**src/rtl/fp_pkg.sv**
```systemverilog
// +------------------------------------------------------------------+
// | fp_pkg: shared FP32 types, constants and accumulator FSM states.  |
// | Revision: 1.0                                                    |
// +------------------------------------------------------------------+
`default_nettype none

package fp_pkg;

  typedef struct packed {
    logic       sign;
    logic [7:0] exp;
    logic [22:0] frac;
  } fp32_t;

  localparam fp32_t FP32_ZERO = 32'h0000_0000;
  localparam fp32_t FP32_ONE  = 32'h3F80_0000;

  typedef enum logic [1:0] {
    IDLE = 2'd0,
    WAIT = 2'd1,
    EMIT = 2'd2
  } accum_state_t;

endpackage

`default_nettype wire

```
**src/rtl/fp_accum_ctrl.sv**
```systemverilog
// +------------------------------------------------------------------+
// | fp_accum_ctrl: sequences an operand stream through an external    |
// | FP32 adder and emits one accumulated sum per group.              |
// | Revision: 1.0                                                    |
// +------------------------------------------------------------------+
`default_nettype none

module fp_accum_ctrl
  import fp_pkg::*;
#(
  parameter int ADD_LATENCY = 1,
  parameter int COUNT_W     = 8
) (
  input  logic               clk,
  input  logic               rst,
  input  logic               in_valid,
  output logic               in_ready,
  input  logic [31:0]        in_data,
  input  logic               in_last,
  output logic [31:0]        add_op1,
  output logic [31:0]        add_op2,
  input  logic [31:0]        add_result,
  input  logic               add_overflow,
  output logic               out_valid,
  input  logic               out_ready,
  output logic [31:0]        out_sum,
  output logic [COUNT_W-1:0] out_count,
  output logic               out_overflow
);

  localparam int                 TIMER_W      = 4;
  localparam logic [TIMER_W-1:0] C_TIMER_LOAD = TIMER_W'(ADD_LATENCY - 1);
  localparam logic [COUNT_W-1:0] C_COUNT_MAX  = '1;

  accum_state_t       r_state;
  accum_state_t       w_state_nxt;
  fp32_t              r_acc;
  fp32_t              r_op2;
  logic [COUNT_W-1:0] r_count;
  logic               r_ovf;
  logic               r_last_q;
  logic [TIMER_W-1:0] r_timer;

  logic w_accept;
  logic w_first;
  logic w_capture;
  logic w_drain;

  assign w_accept  = in_valid && in_ready;
  assign w_first   = (r_count == '0);
  assign w_capture = (r_state == WAIT) && (r_timer == '0);
  assign w_drain   = out_valid && out_ready;

  always_ff @(posedge clk or posedge rst) begin
    if (rst) begin
      r_state <= IDLE;
    end else begin
      r_state <= w_state_nxt;
    end
  end

  always_comb begin
    w_state_nxt = r_state;
    case (r_state)
      IDLE: begin
        if (w_accept) begin
          if (!w_first) begin
            w_state_nxt = WAIT;
          end else if (in_last) begin
            w_state_nxt = EMIT;
          end
        end
      end
      WAIT: begin
        if (w_capture) begin
          w_state_nxt = r_last_q ? EMIT : IDLE;
        end
      end
      EMIT: begin
        if (out_ready) begin
          w_state_nxt = IDLE;
        end
      end
      default: w_state_nxt = IDLE;
    endcase
  end

  // in_ready is gated by rst directly so nothing is accepted while reset is held
  always_comb begin
    in_ready     = (r_state == IDLE) && !rst;
    out_valid    = (r_state == EMIT);
    add_op1      = r_acc;
    add_op2      = r_op2;
    out_sum      = r_acc;
    out_count    = r_count;
    out_overflow = r_ovf;
  end

  always_ff @(posedge clk or posedge rst) begin
    if (rst) begin
      r_acc    <= FP32_ZERO;
      r_op2    <= FP32_ZERO;
      r_count  <= '0;
      r_ovf    <= 1'b0;
      r_last_q <= 1'b0;
      r_timer  <= '0;
    end else begin
      if (w_accept) begin
        // first operand of a group seeds the accumulator without an add
        if (w_first) begin
          r_acc   <= in_data;
          r_count <= COUNT_W'(1);
        end else begin
          r_op2    <= in_data;
          r_last_q <= in_last;
          r_timer  <= C_TIMER_LOAD;
        end
      end
      if ((r_state == WAIT) && (r_timer != '0)) begin
        r_timer <= r_timer - 1'b1;
      end
      if (w_capture) begin
        r_acc <= add_result;
        if (r_count != C_COUNT_MAX) begin
          r_count <= r_count + 1'b1;
        end
        r_ovf <= r_ovf | add_overflow | (r_count == C_COUNT_MAX);
      end
      if (w_drain) begin
        r_acc   <= FP32_ZERO;
        r_count <= '0;
        r_ovf   <= 1'b0;
      end
    end
  end

endmodule

`default_nettype wire

```
**config.mk**
```make
export PLATFORM = sky130hd
export DESIGN_NAME = fp_accum_ctrl
export DESIGN_NICKNAME = d
export VERILOG_FILES = /design/src/rtl/fp_pkg.sv /design/src/rtl/fp_accum_ctrl.sv
export SDC_FILE = /design/constraint.sdc
export NUM_CORES = 1
export LEC_CHECK = 0
export CAP_MARGIN = 20
export CORE_ASPECT_RATIO = 0.5
export CORE_UTILIZATION = 46
export CTS_CLUSTER_SIZE = 40
export DETAILED_ROUTE_END_ITERATION = 16
export PLACE_DENSITY = 0.86
export SLEW_MARGIN = 5
export SYNTH_ARGS = -nofsm -noshare
export SYNTH_HDL_FRONTEND = slang
export SYNTH_SLANG_ARGS = --single-unit
export TNS_END_PERCENT = 5
```
**constraint.sdc**
```tcl
create_clock -name clk -period 8.2 [get_ports clk]
set_input_delay 2.46 -clock clk [delete_from_list [all_inputs] [get_ports clk]]
set_output_delay 2.46 -clock clk [all_outputs]
set_load 0.01 [all_outputs]
```
==> run summary, run 1 <==
run metrics: CTS clock-pin slew for the worst setup and hold paths=around 50 ps, Synth top area share=between 40% and 50%, fillers=about 600, CTS tree=yes, NumNets Final=559, vias per inst=approximately 5, Yosys Instances=~340, Arrival @ worst endpoint=between 3000 and 4000 ps, Reg2Reg Depth=6, global-route wire length before repair=between 15,000 and 20,000 um, CTS Hold Bufs=0, syn nets=roughly 420, normalized max-slew margin=33.0%, Crit Path Class=primary input to output pin, Min-Delay Endpoint=add_op2[15]$_DFFE_PP0P_, chip area=between 9000 and 10,000 um^2, io pins=177, Hold Crit Depth=1, CP Capture Type=output pin, pre-CTS setup slack=2060 ps, CTS Buffer Depth=2, initial antenna violation count=0, Setup crit start kind=primary input, most frequent logic cell in the layout=clkdlybuf4s50_1, crit share post-route=74.8%, root buf cell=clkbuf_16, DRT iter0 DRCs=roughly 150, Yosys reg bits=about 80, Async S/R FF share, synth=100%, Lkg Pwr=between 2 and 2.5 nW, row count=23, synthesis area per yosys=approximately 4100 um^2, HPWL after detailed placement=between 6000 and 7000 um, CTS Sinks=approximately 80, grt ovf=0, max-cap violation count=0, RD Place Congestion=approximately 0.80, H-tree depth=3, share of cells above drive strength 1=around 8.4%, Clock Latency Late Sink=roughly 330 ps, sequential share of the synthesized area=between 40% and 50%, Final Skew=6.54 ps, ys flop type=dfrtp_1, Hold Crit Class=register to register, WP data required=5740 ps, Fmax achieved=163 MHz, peak supply drop=0.000159 V, status=finished, final reports clean, Worst-Margin Slew=around 1000 ps, Layout area overhead=46.9%, Crit Path Max Fanout=3, Post CTS Setup Buffer Count=0, area leader, netlist=dfrtp_1, Final setup viols=0, Yosys cell types=between 40 and 50, drt first pass iters=4, DRC Markers=0, mapped cell area=4080 um^2, Antenna Nets Post-Route=0, Cells after Synth=342, reg-to-reg slack, setup=roughly 5700 ps, vias in the first global route=around 3,100, RSZ-0062 raised after global routing=no, CTS resizes=0, Area contributors post-synth=dfrtp_1 (49%), mux2i_1 (16%), buf_4 (6.6%), ANT cells=0, pin count of the biggest net entering global routing=around 82
==> run 1: power by group <==
part | switching [W] | internal [W]
clock network | 0.000147 | 0.000292
logic | 0.000339 | 0.000529
registers | 0.000133 | 0.000545
total | 0.000619 | 0.00137
==> run 1: worst max-delay path by stage <==
stage	startpoint	endpoint	slack [ps]	cells after the start
floorplan	rst	in_ready	3020	1
global placement	rst	in_ready	2070	3
detailed placement	rst	in_ready	2060	3
CTS	rst	in_ready	2060	3
global route	rst	in_ready	2000	3
finish	rst	in_ready	2060	3
==> run 1: area by class of cell <==
class,instances,area [um^2],area share (%)
Clock buffer,14,274,4.57
Timing Repair Buffer,181,1820,30.4
Inverter,8,31.3,0.522
Clock inverter,2,60.1,1.00
Multi-Input combinational cell,205,1670,27.8
Tap cell,112,140,2.34
Sequential cell,80,2000,33.4
==> run 1: per-stage QoR <==
| stage | cells | area, um^2 | util, % | total power (W) | hold WS [ps] |
|---|---|---|---|---|---|
| final | 602 | 5990 | 72.3 | 0.00198 | 482 |
| after global routing | 602 | 5990 | 72.3 | 0.00210 | 505 |
| after CTS | 601 | 5960 | 72.0 | 0.00200 | 487 |
| after detailed placement | 585 | 5630 | 67.9 | 0.00155 | 475 |
| after global placement | 585 | 5630 | 67.9 | 0.00153 | 467 |
| after floorplan | 342 | 4080 | - | 0.00111 | 482 |
==> run 1: registers in the layout (all words and copies together) (netlist names) <==
name,count
add_op1,32
add_op2,32
out_count,8
out_overflow,1
r_last_q,1
r_state,2
r_timer,4
==> run 1: routing by layer <==
metal  vias to the layer above  global-route usage, %  routed length (um)
li1                       1461                      -                   -
met1                      1504                   25.1                4080
met2                        89                   39.8                5050
met3                        10                   5.77                 464
met4                         0                   5.34                  78
met5                         -                      0                   0
==> run 1: synthesized netlist by cell type, types with 2 or more instances <==
cell / n
dfrtp_1: 80
mux2i_1: 64
nand2_1: 41
buf_4: 36
mux2_1: 20
mux2_2: 13
a21oi_1: 8
inv_1: 8
nor2_1: 8
buf_6: 7
clkbuf_1: 4
ha_1: 4
nor3_1: 4
nand2b_1: 3
nand3_1: 3
nor2b_1: 3
a22oi_1: 2
nand4_1: 2
nor4b_4: 2
o21ai_0: 2
o22ai_1: 2
o311ai_0: 2
o31ai_1: 2
o41ai_1: 2
==> run 1: critical path, stage by stage <==
cell	delay, ps
clkdlybuf4s50_1	490
nor3_1	170
clkdlybuf4s50_1	560
==> run 1: cell families (layout without fill, tap and decap cells) <==
kind of cell | count (synthesis) | in the layout | synth area share (%)
flip-flops | 80 | 80 | 49.1
buffers and inverters | 57 | 205 | 10.2
AND-OR/OR-AND | 28 | 28 | 5.00
AND/OR/NAND/NOR | 75 | 75 | 9.54
XOR/XNOR | 1 | 1 | 0.215
adder cells (fa/ha/maj) | 4 | 4 | 1.23
multiplexers | 97 | 97 | 24.8
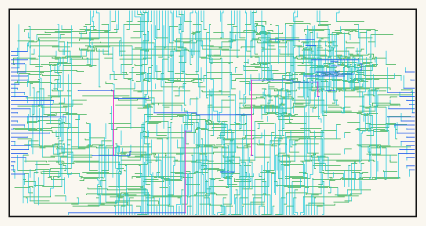
Figure 1: run 1, wiring by layer.
Scale: 3 px per um.
Cyan is met2, wire length 5,050 um. Magenta is met4, wire length 78.9 um. Blue is met3, wire length 464 um. Green is met1, wire length 4,080 um.
GRT Util Overall: 21.4%
via count: 3,064
Post-Route WL: 9680 um
DR WL/cell: 16.1 um

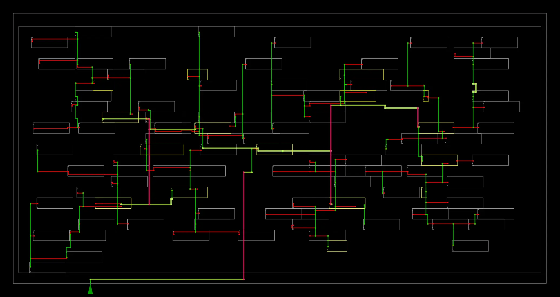
Figure 2: run 1, clock routing.
Flops: 80
Clk. pwr: 0.000439 W
Num CTS Buffers: 9

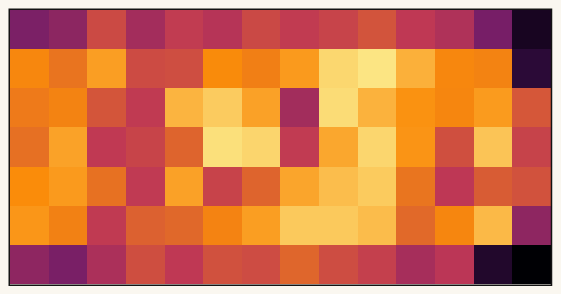
Figure 3: run 1, cell density map.
Scale: 4 px per um. 14 x 7 tiles, from black (low) to pale yellow (high), 0 to 100% covered.
The mean over all tiles is 63%. The densest ninth of the die: center. 1.0% of the tiles are nearly empty. 31% of the tiles are over 75% full.
Core ar.: 8290 um^2
final design utilization: 72.3%

Figure 4. Pin placement (run 1).
Scale: 4 px per um. Pins as bars across the die edge, other pins in gray.
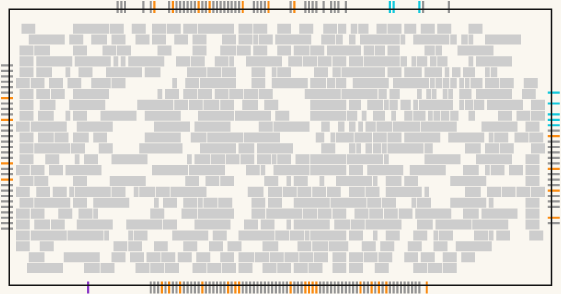

==> run 2: changes to the inputs <==
--- a/config.mk
+++ b/config.mk
@@ -7,10 +7,10 @@
 export LEC_CHECK = 0
 export CAP_MARGIN = 20
 export CORE_ASPECT_RATIO = 0.5
-export CORE_UTILIZATION = 46
+export CORE_UTILIZATION = 43
 export CTS_CLUSTER_SIZE = 40
 export DETAILED_ROUTE_END_ITERATION = 16
-export PLACE_DENSITY = 0.86
+export PLACE_DENSITY = 0.81
 export SLEW_MARGIN = 5
 export SYNTH_ARGS = -nofsm -noshare
 export SYNTH_HDL_FRONTEND = slang
==> constraint.sdc (replaced) <==
create_clock -name clk -period 6.4 [get_ports clk]
set_input_delay 1.92 -clock clk [delete_from_list [all_inputs] [get_ports clk]]
set_output_delay 1.92 -clock clk [all_outputs]
set_load 0.01 [all_outputs]
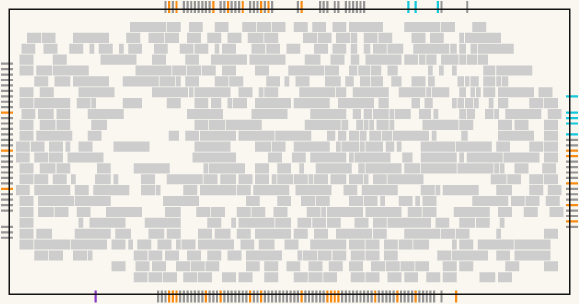
Figure 5: run 2, pin placement.
Scale: 4 px per um. Pins as bars across the die edge, other pins in gray.
Cyan is `out_count`, pins 8, direction output, edge 5 east, 3 north. Purple is `clk`, pins 1, direction input, edge south. Orange is `out_sum`, pins 32, direction output, edge 16 south, 8 north, 5 east, 3 west.
Die Y-Extent: 70.9 um
Die Width: 140 um

==> run 2 against run 1 <==
Clock skew grew 3.4 ps. Sequential share of layout area grew 0.18 points. Count of clock-buffer cells in the layout shrank 3. Setup slack lost 710 ps. Sequential power grew 28%. Non-clock buffer count shrank 1. Critical path type unchanged. Highest routed layer unchanged.
==> run summary, run 2 <==
run metrics: status=finished, final reports clean, Area contributors post-synth=dfrtp_1 (49%), mux2i_1 (16%), buf_4 (6.6%), RSZ-0062 raised after global routing=no, Fmax achieved=a little under 200 MHz, Pins Over Slew Limit=0, pin count of the biggest net entering global routing=49 (-40%), CTS resizes=0 (unchanged), Internal=0.00173 W (+26%), Final setup viols=0 (unchanged), mapped cell area=4080 um^2 (unchanged), CTS Buffer Depth=2 (unchanged), Yosys cell types=44 (unchanged), peak supply drop=0.000188 V (+18%), R2R Path End=add_op2[19]$_DFFE_PP0P_, Avg Inst Size Synth=around 12 um^2, Crit-path slowest cell=clkdlybuf4s50_1, crit share post-route=approximately four fifths, drt first pass iters=5 (+1), Yosys reg bits=80 (unchanged), Reg power frac=34.4% (+0.2 points), initial antenna violation count=0 (unchanged), Pwr per Cell Area=between 400 and 500 nW/um^2, Worst-Margin Slew=1050 ps (+49.4 ps), reg-to-reg slack, setup=3920 ps (-1820 ps), H-tree depth=3 (unchanged), Min-Delay Endpoint=add_op2[4]$_DFFE_PP0P_, Sw Pwr=0.000800 W (+29%), Sw Share=31.7% (+0.46 points), RD Place Congestion=0.778 (-3.3%), most frequent logic cell in the layout=clkdlybuf4s50_1, Init Core Util=~46%, via count=3,056 (-0.26%), CP Capture Type=output pin, NumNets Final=558 (-0.18%), max incr delay on CP=560 ps (about the same), Crit Path Class=primary input to output pin, CTS tree=yes, vias in the first global route=3,008 (-2.0%), Comb pwr share=43.9% (+0.2 points), CP Cell Sequence=clkdlybuf4s50_1 -> nor3_1 -> clkdlybuf4s50_1, Antenna Nets Post-Route=0 (unchanged), Tot Pwr=0.00252 W (+27%), clock power share=21.7% (-0.4 points), most used cell along the critical path=clkdlybuf4s50_1, chip area=9910 um^2 (+6.8%), Reg2Reg Depth=4 (-2), Crit Path Max Fanout=3 (unchanged), DRC Markers=0 (unchanged), vias per inst=5.04 (-0.92%), normalized max-slew margin=29.7% (-3.3 points), pre-CTS setup slack=1340 ps (-720 ps), root buf cell=clkbuf_16, Cells after Synth=342 (unchanged), Core ar.=8950 um^2 (+8.0%), Async S/R FF share, synth=100% (unchanged), Setup crit start kind=primary input, GRT Util Overall=20.5% (-0.87 points), grt ovf=0 (unchanged), Hold Crit Class=register to register, Layout area overhead=46.1%, global-route wire length before repair=15,800 um (+5.1%), DR WL/cell=15.9 um (-0.83%), ys flop type=dfrtp_1, row count=24 (+4.3%), Top cells excl fill/tap=clkdlybuf4s50_1 (176), dfrtp_1 (80), mux2i_1 (64), Num CTS Buffers=9 (unchanged), ANT cells=0 (unchanged), CTS Sinks=80 (unchanged), Post-Route WL=9660 um (-0.18%), sequential share of the synthesized area=49.1% (unchanged), Post CTS Setup Buffer Count=0 (unchanged), Arrival @ worst endpoint=3130 ps (-550 ps), CTS Hold Bufs=0 (unchanged), Hold Crit Depth=1 (unchanged), most common cell in the netlist=dfrtp_1, syn nets=416 (unchanged), Fin. Hold Viols=0, share of cells above drive strength 1=8.38% (+0.017 points), DRT iter0 DRCs=128 (-12%), Lkg Pwr=2.46 nW (-0.97%), Synth top area share=49.1% (unchanged), area leader, netlist=dfrtp_1, synth cell count leaders=dfrtp_1 (80), mux2i_1 (64), nand2_1 (41), Yosys Instances=342 (unchanged), io pins=177 (unchanged), max-cap violation count=0 (unchanged), WP data required=4480 ps (-1260 ps), synthesis area per yosys=4080 um^2 (unchanged), HPWL after detailed placement=6850 um (+2.8%), CTS clock-pin slew for the worst setup and hold paths=50 ps (about the same)
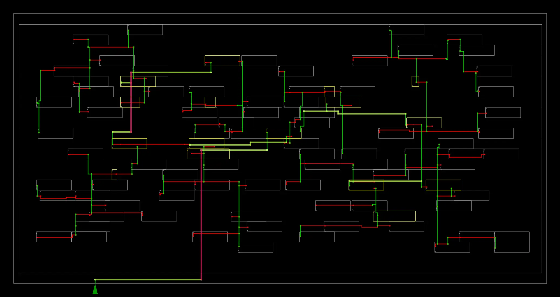
Figure 6: run 2, clock routing.
Clock Latency Late Sink: 330 ps
Final Skew: 9.92 ps
Clk. pwr: 0.000549 W

[run 2: metal layers]
| layer | vias up | global-route usage, % | wire length, um |
|---|---|---|---|
| met1 | 1521 | 26.5 | 4360 |
| li1 | 1451 | - | - |
| met5 | - | 0 | 0 |
| met4 | 0 | 4.52 | 76 |
| met2 | 77 | 35.0 | 4810 |
| met3 | 7 | 5.48 | 417 |
[run 2: worst max path at each step]
stage / start / to / slack, ps / cells after the start
after global routing: rst / in_ready / 1290 / 3
after floorplan: rst / r_state[1]$_DFFE_PP0P_ / 2280 / 3
final: rst / in_ready / 1350 / 3
after CTS: rst / in_ready / 1340 / 3
after detailed placement: rst / in_ready / 1340 / 3
after global placement: rst / in_ready / 1350 / 3
[run 2: cell families after synthesis]
group,Yosys count,synth area share [%]
AND-OR/OR-AND,28,5.00
XOR/XNOR,1,0.215
adder cells (fa/ha/maj),4,1.23
buffers and inverters,57,10.2
flip-flops,80,49.1
multiplexers,97,24.8
AND/OR/NAND/NOR,75,9.54
[run 2: cell type report]
cell class	count	area (um^2)
sequential	80	2000
inverter	8	31.3
clock inverter	5	80.1
fill	699	2990
tap	117	146
timing repair buffer	180	1790
clock buffer	11	243
multi-input combinational	205	1670
[run 2: power groups by stage]
stage	registers, W	logic (W)	clock network (W)
2_1_floorplan	0.000930	0.000497	0
3_3_place_gp	0.000864	0.00110	0
3_5_place_dp	0.000874	0.00112	0
4_1_cts	0.000869	0.00112	0.000560
5_1_grt	0.000900	0.00118	0.000579
6_report	0.000868	0.00111	0.000549
[run 2: stage by stage]
stage | instance area, um^2 | util [%] | hold WS (ps) | cells
2_1_floorplan | 4080 | - | 482 | 342
3_3_place_gp | 5640 | 63.0 | 467 | 590
3_5_place_dp | 5640 | 63.0 | 474 | 590
4_1_cts | 5960 | 66.6 | 487 | 606
5_1_grt | 5960 | 66.6 | 491 | 606
6_report | 5960 | 66.6 | 481 | 606
[run 2: critical path: cells and delay by family]
kind,cells,cell delay (ps)
and+or+nand+nor,1,160
buffers and inverters,2,1050
Figure 7. Wiring by layer (run 2).
Scale: 2 px per um.
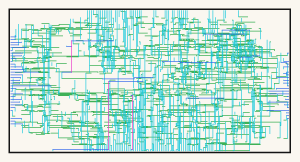

==> run 3: changes to the inputs <==
==> constraint.sdc (replaced) <==
create_clock -name clk -period 4.83 [get_ports clk]
set_input_delay 1.449 -clock clk [delete_from_list [all_inputs] [get_ports clk]]
set_output_delay 1.449 -clock clk [all_outputs]
set_load 0.01 [all_outputs]
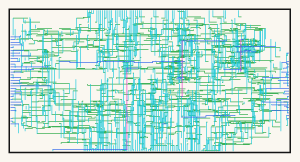
Figure 8: run 3, wiring by layer.
Scale: 2 px per um.
Green is met1, wire length 4,290 um. Blue is met3, wire length 455 um. Cyan is met2, wire length 5,110 um. Magenta is met4, wire length 84.3 um.
GRT Util Overall: 21.0%
DR WL/cell: 16.4 um
Post-Route WL: 9940 um
via count: 3,065

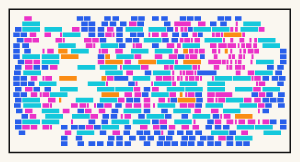
Figure 9: run 3, cells colored by class.
Scale: 2 px per um.
Magenta is all other logic, cells 213. Blue is other buffers and delay cells, cells 181. Cyan is flops, cells 80. Orange is clock drivers and dummy loads, cells 16.
flop share of the area: 33.6%
row count: 24

==> run 3 against run 2 <==
Non-clock buffer count grew 1. Clock power grew 14%. Largest cell class unchanged. Critical path depth is the same. Utilization shrank 0.084 points. First-iteration DRC count shrank 20%. Cell count grew 0.17%. Sequential share of layout area is essentially flat. Highest routed layer unchanged. Sequential cell count is the same. Sequential power grew 32%. Critical endpoint unchanged. Critical path type unchanged. Combinational power grew 33%.
==> run summary, run 3 <==
run metrics: status=finished, final reports clean, Async S/R FF share, synth=100% (unchanged), aoi share=5.00% (unchanged), worst path buffer plus inverter count=2 (unchanged), chip area=9910 um^2 (unchanged), Init Core Util=45.6% (unchanged), Die Y-Extent=70.9 um (unchanged), sequential share of the synthesized area=49.1% (unchanged), Final Skew=7.06 ps (-2.85 ps), Sw Share=32.8% (+1.2 points), design area=5950 um^2 (-0.13%), pre-CTS setup slack=677 ps (-666 ps), fillers=697 (-0.29%), final design utilization=66.5% (-0.084 points), Synth mux share=24.8% (unchanged), Arrival @ worst endpoint=2690 ps (-440 ps), WP data required=3380 ps (-1100 ps), and+or+nand+nor area frac=9.54% (unchanged), Internal=0.00218 W (+27%), area leader, netlist=dfrtp_1, Fmax achieved=roughly 240 MHz, ANT cells=0 (unchanged), Synth top area share=49.1% (unchanged), Crit-path slowest cell=clkdlybuf4s50_1, peak supply drop=0.000308 V (+64%), Pwr per Cell Area=547 nW/um^2 (+29%), most used cell along the critical path=clkdlybuf4s50_1, Yosys cell types=44 (unchanged), H-tree depth=3 (unchanged), Crit Path Max Fanout=3 (unchanged), normalized max-slew margin=30.9% (+1.2 points), Yosys reg bits=80 (unchanged), Final setup viols=0 (unchanged), CP Capture Type=output pin, most frequent logic cell in the layout=clkdlybuf4s50_1, Lkg Pwr=2.45 nW (-0.33%), Setup crit start kind=primary input, Fin. Hold Viols=0 (unchanged), CP Cell Sequence=clkdlybuf4s50_1 -> nor3_1 -> clkdlybuf4s50_1, pin count of the biggest net entering global routing=81 (+65%), CTS tree=yes, max incr delay on CP=570 ps (about the same), initial antenna violation count=0 (unchanged), Avg Inst Size Synth=11.9 um^2 (unchanged), share of cells above drive strength 1=8.57% (+0.19 points), Hold Crit Class=register to register, CP startpoint=rst, max-cap violation count=0 (unchanged), Num CTS Buffers=9 (unchanged), most common cell in the netlist=dfrtp_1, drt first pass iters=4 (-1), ys flop type=dfrtp_1, Pins Over Slew Limit=0 (unchanged), CTS Hold Bufs=0 (unchanged), Worst-Margin Slew=1040 ps (-18.4 ps), Clock Latency Late Sink=330 ps (about the same), Core ar.=8950 um^2 (unchanged), HPWL after detailed placement=6890 um (+0.47%), CTS Buffer Depth=2 (unchanged), DRT iter0 DRCs=102 (-20%), NumNets Final=559 (+0.18%), RSZ-0062 raised after global routing=no, crit share post-route=~86%, Area contributors post-synth=dfrtp_1 (49%), mux2i_1 (16%), buf_4 (6.6%), Yosys Instances=342 (unchanged), syn nets=416 (unchanged), comb area leader=multiplexers, Sw Pwr=0.00107 W (+34%), RD Place Congestion=0.791 (+1.6%), Layout area overhead=45.9%, Adder Area Share=1.23% (unchanged), root buf cell=clkbuf_16, mapped cell area=4080 um^2 (unchanged), io pins=177 (unchanged), synthesis area per yosys=4080 um^2 (unchanged), xor+xnor area frac=0.215% (unchanged), synth cell count leaders=dfrtp_1 (80), mux2i_1 (64), nand2_1 (41), CTS resizes=0 (unchanged), Die Width=140 um (unchanged), CTS clock-pin slew for the worst setup and hold paths=60 ps (about the same), Post-Place Cell Area=5650 um^2 (+0.22%), DRC Markers=0 (unchanged), Top cells excl fill/tap=clkdlybuf4s50_1 (176), dfrtp_1 (80), mux2i_1 (64), crit-path leading delay family=buffers and inverters, Comb pwr share=45.4% (+1.5 points), vias per inst=5.05 (+0.13%)
run 3: cell counts after synthesis:
Identical to the previous run, type by type.
run 3: worst reg2reg max path: cells and delay by family (launching register included):
kind / cells / cell delay (ps)
AND/OR/NAND/NOR: 2 / 500
adder cells (fa/ha/maj): 1 / 170
flip-flops: 1 / 420
buffers and inverters: 1 / 110
multiplexers: 1 / 320
AND-OR/OR-AND: 1 / 830
run 3: through the flow:
stage,hold slack [ps],power [W]
6_report,481,0.00325
5_1_grt,509,0.00343
4_1_cts,486,0.00328
3_5_place_dp,474,0.00264
3_3_place_gp,468,0.00260
2_1_floorplan,482,0.00189
run 3: layer usage:
layer  up-vias  track usage (%)  routed length, um
li1       1459                -                  -
met1      1518             26.3               4290
met2        81             36.6               5110
met3         7             5.21                455
met4         0             6.11                 84
met5         -                0                  0
run 3: worst paths after layout:
path	to	slack, ps	cells after the start
max	in_ready	690	3
min	add_op2[1]$_DFFE_PP0P_	480	1
max reg2reg	add_op1[18]$_DFFE_PP0P_	2380	6
min reg2reg	add_op2[1]$_DFFE_PP0P_	480	1
max in group asynchronous	add_op2[4]$_DFFE_PP0P_	2620	4
min in group asynchronous	out_count[0]$_DFF_PP0_	1610	3
run 3: layout make-up:
type                            count  area (um^2)  area share, %
Clock inverter                      5         32.5          0.547
Clock buffer                       11          243           4.08
Timing Repair Buffer              181         1830           30.8
Multi-Input combinational cell    205         1670           28.0
Inverter                            8         31.3          0.526
Tap cell                          117          146           2.46
Sequential cell                    80         2000           33.6
run 3: power by group through the flow:
stage	registers, W	clock network [W]	logic [W]
4_1_cts	0.00115	0.000635	0.00149
3_3_place_gp	0.00115	0	0.00146
6_report	0.00115	0.000624	0.00148
5_1_grt	0.00119	0.000660	0.00158
2_1_floorplan	0.00123	0	0.000659
3_5_place_dp	0.00116	0	0.00148
run 3: cell families (layout without fill, tap and decap cells):
kind of cell	after synthesis	in the layout
buffers and inverters	57	205
flip-flops	80	80
AND-OR/OR-AND	28	28
AND/OR/NAND/NOR	75	75
adder cells (fa/ha/maj)	4	4
multiplexers	97	97
XOR/XNOR	1	1
Power and IR drop assume default switching activity.
